Figure 1. Met1 routing.
Cells faint in the background.
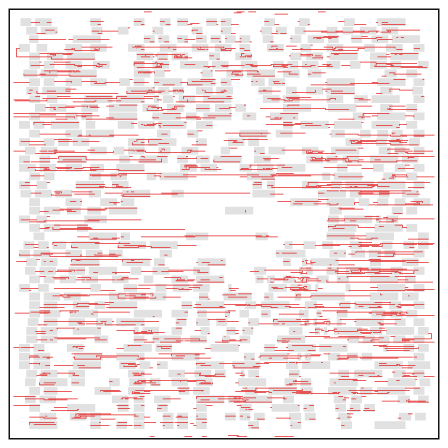
Figure 2. Signal wires on met2.
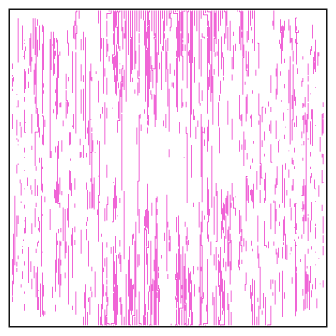
Figure 3. Metal 3.
Cells faint in the background.
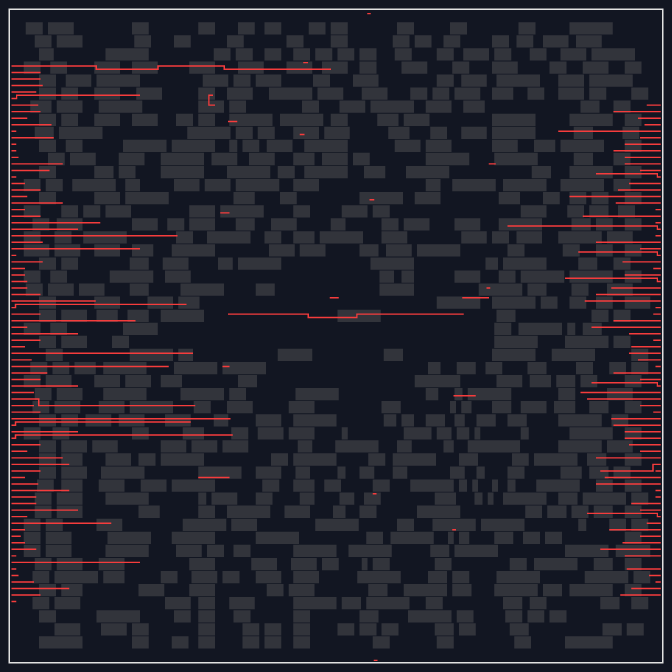
Figure 4. M4 wires.
The bar under the picture is 50 um long. Cells faint in the background.
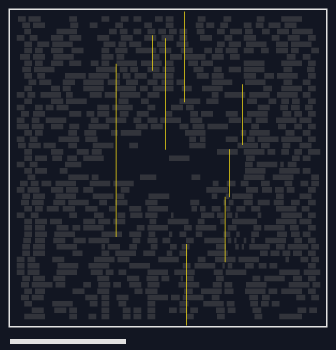
File: src/rtl/alu_arbiter.sv
// Two-requester arbiter in front of a shared combinational ALU.
// Ports: req0/1 valid-ready ops in, alu_* to/from ALU, rsp0/1 valid-ready results out.
module alu_arbiter #(
  parameter int unsigned PRIO_MODE = 0
) (
  input  logic        clk,
  input  logic        rst_n,
  input  logic        req0_valid,
  output logic        req0_ready,
  input  logic [3:0]  req0_ctl,
  input  logic [31:0] req0_a,
  input  logic [31:0] req0_b,
  input  logic        req1_valid,
  output logic        req1_ready,
  input  logic [3:0]  req1_ctl,
  input  logic [31:0] req1_a,
  input  logic [31:0] req1_b,
  output logic [3:0]  alu_ctl,
  output logic [31:0] alu_a,
  output logic [31:0] alu_b,
  input  logic [31:0] alu_out,
  input  logic        alu_zero,
  output logic        rsp0_valid,
  input  logic        rsp0_ready,
  output logic        rsp1_valid,
  input  logic        rsp1_ready,
  output logic [31:0] rsp_data,
  output logic        rsp_zero,
  output logic        rsp_err
);

  typedef enum logic [1:0] {
    IDLE = 2'd0,
    EXEC = 2'd1,
    RESP = 2'd2
  } state_e;

  state_e      state_q, state_d;
  logic        gnt_d, gnt_q;
  logic        last_q;
  logic        any_req;
  logic        hs;
  logic        illegal;
  logic [3:0]  ctl_q;
  logic [31:0] a_q, b_q;
  logic [31:0] data_q;
  logic        zero_q, err_q;

  assign any_req = req0_valid | req1_valid;
  assign hs = (state_q == RESP) &&
              (gnt_q ? rsp1_ready : rsp0_ready);

  // Round-robin favours whoever did not complete last.
  always_comb begin
    gnt_d = 1'b0;
    unique case (1'b1)
      (req0_valid && req1_valid):
        gnt_d = (PRIO_MODE == 1) ? 1'b0 : ~last_q;
      (req1_valid && !req0_valid):
        gnt_d = 1'b1;
      default:
        gnt_d = 1'b0;
    endcase
  end

  always_comb begin
    illegal = 1'b1;
    case (ctl_q)
      4'd0, 4'd1, 4'd2, 4'd3,
      4'd6, 4'd7, 4'd12: illegal = 1'b0;
      default:           illegal = 1'b1;
    endcase
  end

  always_ff @(posedge clk or negedge rst_n) begin
    if (!rst_n) state_q <= IDLE;
    else        state_q <= state_d;
  end

  always_comb begin
    state_d = state_q;
    unique case (state_q)
      IDLE:    if (any_req) state_d = EXEC;
      EXEC:    state_d = RESP;
      RESP:    if (hs) state_d = IDLE;
      default: state_d = IDLE;
    endcase
  end

  // Ready is gated by rst_n so it drops while reset is held.
  always_comb begin
    req0_ready = 1'b0;
    req1_ready = 1'b0;
    rsp0_valid = 1'b0;
    rsp1_valid = 1'b0;
    if (rst_n && state_q == IDLE) begin
      req0_ready = req0_valid & ~gnt_d;
      req1_ready = req1_valid &  gnt_d;
    end
    if (state_q == RESP) begin
      rsp0_valid = ~gnt_q;
      rsp1_valid =  gnt_q;
    end
  end

  always_ff @(posedge clk or negedge rst_n) begin
    if (!rst_n) begin
      gnt_q  <= 1'b0;
      last_q <= 1'b1;
      ctl_q  <= '0;
      a_q    <= '0;
      b_q    <= '0;
      data_q <= '0;
      zero_q <= 1'b0;
      err_q  <= 1'b0;
    end else begin
      if (state_q == IDLE && any_req) begin
        gnt_q <= gnt_d;
        ctl_q <= gnt_d ? req1_ctl : req0_ctl;
        a_q   <= gnt_d ? req1_a : req0_a;
        b_q   <= gnt_d ? req1_b : req0_b;
      end
      if (state_q == EXEC) begin
        data_q <= alu_out;
        zero_q <= alu_zero;
        err_q  <= illegal;
      end
      if (hs) last_q <= gnt_q;
    end
  end

  assign alu_ctl  = ctl_q;
  assign alu_a    = a_q;
  assign alu_b    = b_q;
  assign rsp_data = data_q;
  assign rsp_zero = zero_q;
  assign rsp_err  = err_q;

endmodule

File: config.mk
export PLATFORM = sky130hd
export DESIGN_NAME = alu_arbiter
export DESIGN_NICKNAME = d
export VERILOG_FILES = /design/src/rtl/alu_arbiter.sv
export SDC_FILE = /design/constraint.sdc
export NUM_CORES = 1
export LEC_CHECK = 0
export ABC_CLOCK_PERIOD_IN_PS = 1900
export CELL_PAD_IN_SITES_DETAIL_PLACEMENT = 1
export CELL_PAD_IN_SITES_GLOBAL_PLACEMENT = 1
export CORE_MARGIN = 2
export CORE_UTILIZATION = 31
export DETAILED_ROUTE_END_ITERATION = 12
export GPL_TIMING_DRIVEN = 0
export PLACE_DENSITY_LB_ADDON = 0.1
export SLEW_MARGIN = 5
export SYNTH_ARGS = -nofsm -noshare
export SYNTH_HDL_FRONTEND = slang
export SYNTH_SLANG_ARGS = --single-unit
File: constraint.sdc
create_clock -name clk -period 1.9 [get_ports clk]
set_clock_uncertainty 0.15 [all_clocks]
set_input_delay 0.38 -clock clk [delete_from_list [all_inputs] [get_ports clk]]
set_output_delay 0.38 -clock clk [all_outputs]
set_load 0.02 [all_outputs]
==> reports/metrics.csv <==
metric,value,unit
WP data arrival,1460,ps
worst reg2reg path startpoint,last_q,
P_sw,4.864,mW
WP buf/inv,2,
drt pass-1 iters,4,
"area fraction in and, or, nand and nor cells",0.01186,
area growth from synthesis to layout,66.14,%
core area,0.01712,mm^2
Filler cells,1690,
nets,789,
WHS,-262.1,ps
Antenna Nets Post-Route,0,
clock buffers,10,
GR Util All Layers,0.1644,
busiest grt layer,met2,
Tool Warnings,30,
initial drt markers,78,
YS chip area,0.005380,mm^2
drt wl/cell,18.10,um
CP Capture Point,req0_ready,
Final Hold Vio Count,53,
met3 Usage GRT,0.06135,
ant diodes,0,
CP max FO,3,
Port-buffer cells,280,
FMAX,0.5026,GHz
Yosys top cell by area,dfrtp_1,
Top delay family on crit path,flip-flops,
final setup fails,27,
Tapcells,225,
"Gates resized, CTS repair",44,
worst skew pair latency,350,ps
vias in the first global route,4331,
part of the power in registers,0.297,
outcome,finished with violations,
clk slew on worst S/H paths,70,ps
Pwr Total,13.79,mW
crit path launch,last_q,
most frequent cells in the layout,"clkdlybuf4s50_1, mux2_4, dfrtp_1",
"Cell Chain, Critical Path","a21bo_4, buf_12, and4_4, buf_6",
flop share of the area,0.2969,
DP Area,0.008493,mm^2
Clock power frac,0.136,
worst setup path class,reg -> out,
Seq Cell Count,106,
Top cell excl fill/tap,clkdlybuf4s50_1,
GP Congestion,0.7062,
NonClk Buf Share,0.3529,
Post-Syn Instances,318,
Comb pwr share,0.566,
uppermost layer routed,met4,
share of cells above drive strength 1,0.3522,
LEAKAGE,4.233,nW
met2 WL,7594,um
Pint,8.924,mW
worst setup margin,-89.73,ps
register area,0.002654,mm^2
Setup Buffers After CTS,5,
htree depth,3,
Hold WC Path Type,in -> async,
failing checks,"negative hold slack, negative setup slack",
GRT overflow,0,
Yosys top cell by instances,mux2_4,
top cells by count,"mux2_4, dfrtp_1, mux2_2, buf_4, buf_8",
Back to the opening pictures, Figure 1:
share of all routed wire: 38%
main direction: horizontal
longest straight run: 41.9 um
wire length on this layer: 5,810 um
via count: 3,777
routed wire length: 15,270 um

Back to the opening pictures, Figure 2:
main direction: vertical
wire length on this layer: 7,590 um
nets with wire on the layer: 747
share of all routed wire: 50%
met2 Use GR: 0.2842

Back to the opening pictures, Figure 3:
main direction: horizontal
wire length on this layer: 1,580 um

Back to the opening pictures, Figure 4:
share of all routed wire: 1.9%
wire length on this layer: 284 um
longest straight run: 74.1 um
nets with wire on the layer: 5
main direction: vertical

No activity file was given, so power comes from the tool's default toggle rates.
